--- src/rtl/reg_view_scanner.sv ---
`default_nettype none
// ============================================================================
// Module      : reg_view_scanner
// Description : Shows one of NUM_CH 16-bit debug channels on a 4-digit
//               multiplexed 7-segment display. Debounced buttons select and
//               freeze the channel.
// Revision    : 1.0 - initial release
// ============================================================================
module reg_view_scanner #(
    parameter int NUM_CH          = 4,
    parameter int DEBOUNCE_CYCLES = 250000,
    parameter int SCAN_CYCLES     = 50000,
    parameter int BANNER_CYCLES   = 25000000,
    localparam int CHW = ($clog2(NUM_CH) < 1) ? 1 : $clog2(NUM_CH)
) (
    input  logic                 clk,
    input  logic                 reset,
    input  logic [NUM_CH*16-1:0] ch_data,
    input  logic [3:0]           btn_n,
    output logic [7:0]           seg,
    output logic [3:0]           dig,
    output logic [CHW-1:0]       sel_ch,
    output logic                 frozen
);

    localparam int DBW = $clog2(DEBOUNCE_CYCLES + 1);
    localparam int SW  = $clog2(SCAN_CYCLES + 1);
    localparam int BW  = $clog2(BANNER_CYCLES + 1);
    localparam logic [6:0] C_GLYPH_C = 7'h46;
    localparam logic [6:0] C_BLANK   = 7'h7F;

    function automatic logic [6:0] hex7(input logic [3:0] n);
        case (n)
            4'h0: hex7 = 7'h40;
            4'h1: hex7 = 7'h79;
            4'h2: hex7 = 7'h24;
            4'h3: hex7 = 7'h30;
            4'h4: hex7 = 7'h19;
            4'h5: hex7 = 7'h12;
            4'h6: hex7 = 7'h02;
            4'h7: hex7 = 7'h78;
            4'h8: hex7 = 7'h00;
            4'h9: hex7 = 7'h10;
            4'hA: hex7 = 7'h08;
            4'hB: hex7 = 7'h03;
            4'hC: hex7 = 7'h46;
            4'hD: hex7 = 7'h21;
            4'hE: hex7 = 7'h06;
            default: hex7 = 7'h0E;
        endcase
    endfunction

    logic [3:0]     r_sync1, r_sync2, r_deb, r_armed, r_evt;
    logic [1:0]     r_started;
    logic [DBW-1:0] r_db_cnt [4];
    logic [3:0]     w_flip;

    always_comb begin
        for (int b = 0; b < 4; b++) begin
            w_flip[b] = (r_sync2[b] != r_deb[b]) &&
                        (r_db_cnt[b] == DBW'(DEBOUNCE_CYCLES - 1));
        end
    end

    // A button only arms after it has been seen released once out of reset,
    // so a button held through reset cannot fire.
    always_ff @(posedge clk or negedge reset) begin
        if (!reset) begin
            r_sync1   <= 4'hF;
            r_sync2   <= 4'hF;
            r_deb     <= 4'hF;
            r_armed   <= 4'h0;
            r_evt     <= 4'h0;
            r_started <= 2'b00;
            for (int b = 0; b < 4; b++) r_db_cnt[b] <= '0;
        end else begin
            r_sync1   <= btn_n;
            r_sync2   <= r_sync1;
            r_started <= {r_started[0], 1'b1};
            for (int b = 0; b < 4; b++) begin
                if (r_sync2[b] == r_deb[b]) begin
                    r_db_cnt[b] <= '0;
                end else if (w_flip[b]) begin
                    r_db_cnt[b] <= '0;
                    r_deb[b]    <= r_sync2[b];
                end else begin
                    r_db_cnt[b] <= r_db_cnt[b] + 1'b1;
                end
            end
            r_armed <= r_armed | (r_sync2 & r_deb & {4{r_started[1]}});
            r_evt   <= w_flip & r_deb & r_armed;
        end
    end

    logic [CHW-1:0] r_sel, w_sel_nxt;
    logic           r_frozen, w_frz_nxt, w_sel_evt;
    logic [15:0]    r_snap, w_live, w_new, w_value;
    logic [BW-1:0]  r_banner;

    assign w_sel_evt = r_evt[0] | r_evt[1] | r_evt[3];
    assign w_frz_nxt = r_frozen ^ r_evt[2];

    always_comb begin
        w_sel_nxt = r_sel;
        if (r_evt[3])
            w_sel_nxt = '0;
        else if (r_evt[0])
            w_sel_nxt = (r_sel == CHW'(NUM_CH - 1)) ? '0 : r_sel + 1'b1;
        else if (r_evt[1])
            w_sel_nxt = (r_sel == '0) ? CHW'(NUM_CH - 1) : r_sel - 1'b1;
    end

    always_comb begin
        w_live = '0;
        w_new  = '0;
        for (int k = 0; k < NUM_CH; k++) begin
            if (r_sel == CHW'(k))     w_live = ch_data[k*16 +: 16];
            if (w_sel_nxt == CHW'(k)) w_new  = ch_data[k*16 +: 16];
        end
    end

    always_ff @(posedge clk or negedge reset) begin
        if (!reset) begin
            r_sel    <= '0;
            r_frozen <= 1'b0;
            r_snap   <= '0;
            r_banner <= '0;
        end else begin
            r_sel    <= w_sel_nxt;
            r_frozen <= w_frz_nxt;
            if (w_frz_nxt && (w_sel_evt || !r_frozen))
                r_snap <= w_new;
            if (w_sel_evt)
                r_banner <= BW'(BANNER_CYCLES);
            else if (r_banner != '0)
                r_banner <= r_banner - 1'b1;
        end
    end

    assign w_value = r_frozen ? r_snap : w_live;

    logic [SW-1:0] r_scan_cnt;
    logic [1:0]    r_scan_idx, r_dig_idx, w_out_idx;
    logic          r_upd, r_on, w_wrap, w_out_on, w_banner, w_dp_n;
    logic [7:0]    w_sel8;
    logic [6:0]    w_glyph;
    logic [7:0]    r_seg;
    logic [3:0]    r_dig;

    assign w_wrap    = (r_scan_cnt == SW'(SCAN_CYCLES - 1));
    // The digit enabled after each wrap is the one whose slot just elapsed.
    assign w_out_idx = r_upd ? (r_scan_idx - 2'd1) : r_dig_idx;
    assign w_out_on  = r_upd | r_on;
    assign w_banner  = (r_banner != '0);
    assign w_sel8    = 8'(r_sel);
    assign w_dp_n    = !(r_frozen && (w_out_idx == 2'd0));

    always_comb begin
        w_glyph = C_BLANK;
        case (w_out_idx)
            2'd0: w_glyph = w_banner ? hex7(w_sel8[3:0]) : hex7(w_value[3:0]);
            2'd1: w_glyph = w_banner ? hex7(w_sel8[7:4]) : hex7(w_value[7:4]);
            2'd2: w_glyph = w_banner ? C_BLANK           : hex7(w_value[11:8]);
            default: w_glyph = w_banner ? C_GLYPH_C      : hex7(w_value[15:12]);
        endcase
    end

    always_ff @(posedge clk or negedge reset) begin
        if (!reset) begin
            r_scan_cnt <= '0;
            r_scan_idx <= 2'd0;
            r_dig_idx  <= 2'd0;
            r_upd      <= 1'b0;
            r_on       <= 1'b0;
            r_seg      <= 8'hFF;
            r_dig      <= 4'hF;
        end else begin
            if (w_wrap) begin
                r_scan_cnt <= '0;
                r_scan_idx <= r_scan_idx + 2'd1;
            end else begin
                r_scan_cnt <= r_scan_cnt + 1'b1;
            end
            r_upd <= w_wrap;
            if (r_upd) begin
                r_on      <= 1'b1;
                r_dig_idx <= w_out_idx;
            end
            if (w_out_on) begin
                r_seg <= {w_dp_n, w_glyph};
                r_dig <= ~(4'b0001 << w_out_idx);
            end
        end
    end

    assign seg    = r_seg;
    assign dig    = r_dig;
    assign sel_ch = r_sel;
    assign frozen = r_frozen;

endmodule
`default_nettype wire

--- config.mk ---
export PLATFORM = sky130hd
export DESIGN_NAME = reg_view_scanner
export DESIGN_NICKNAME = d
export VERILOG_FILES = /design/src/rtl/reg_view_scanner.sv
export SDC_FILE = /design/constraint.sdc
export NUM_CORES = 1
export LEC_CHECK = 0
export CORE_MARGIN = 1
export CORE_UTILIZATION = 55
export CTS_BUF_LIST = sky130_fd_sc_hd__clkbuf_2
export DETAILED_ROUTE_END_ITERATION = 8
export PLACE_DENSITY = 0.88
export SLEW_MARGIN = 40
export SYNTH_ARGS = -nofsm -noshare
export SYNTH_HDL_FRONTEND = slang
export SYNTH_SLANG_ARGS = --single-unit
export TNS_END_PERCENT = 100
--- constraint.sdc ---
create_clock -name clk -period 2.95 [get_ports clk]
set_input_delay 0.59 -clock clk [delete_from_list [all_inputs] [get_ports clk]]
set_output_delay 0.59 -clock clk [all_outputs]
set_load 0.02 [all_outputs]
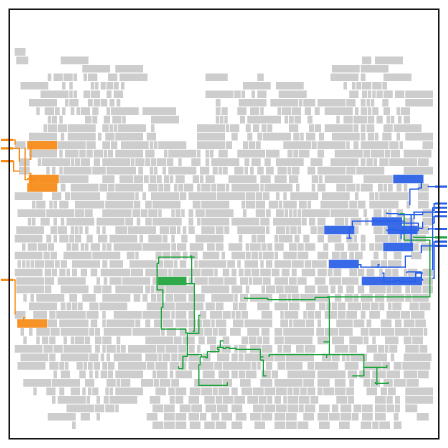
Figure 1: nets reached from selected ports.
`seg`: marked blue, bits 8, direction output, edge right, end cells 8, buffers 8, wire 202 um. `btn_n`: marked orange, bits 4, direction input, edge left, end cells 4, buffers 4, wire 55.3 um. `frozen`: marked green, bits 1, direction output, edge right, end cells 1, buffers 2, wire 351 um.
Port Buffers: 84
Ports: 85

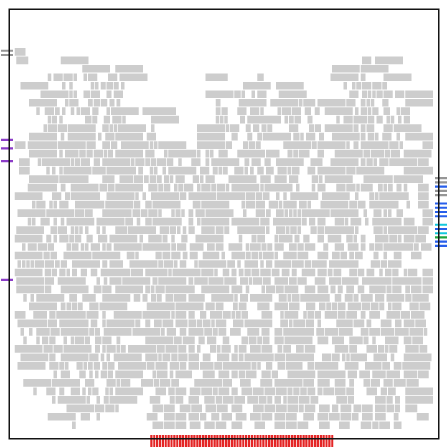
Figure 2: pin placement.
Pins as bars across the die edge, other pins in gray.
`btn_n`: marked purple, pins 4, direction input, edge left. `ch_data`: marked red, pins 64, direction input, edge bottom. `frozen`: marked green, pins 1, direction output, edge right. `sel_ch`: marked cyan, pins 2, direction output, edge right. `seg`: marked blue, pins 8, direction output, edge right.
All pins by edge: 64 bottom, 15 right, 6 left.

==> metrics.yaml <==
global_route:
  track_usage_pct: 25.3
  grt_use_met1_pct: 32.6
worst_setup_path:
  reg2reg_depth: 11
  rr_startpoint: "frozen"
  crit_family: "AND-OR/OR-AND gates"
  cp-endpoint: "seg[6]"
  crit_path_max_fanout: 25
  crit_path_max_incr_delay_ns: 0.47
clock_network:
  cts_tree: "yes"
worst_hold_path:
  hp-class: "in -> reg"
synthesis:
  ys_top_cells_by_count: "dfrtp_1, nor2_1, nand2_1"
  synth.distinct_cells: 78
  mux_area_share_pct: 6.26
  edf_count: 0
run_status:
  status: "completed"
finish:
  largest_reg_flops: 72
  buffer_area_share_pct: 11.4
  drive_above_1_share_pct: 16.0
power_and_ir_drop:
  cellInternalPower_mw: 3.01
floorplan:
  tap_cells: 229
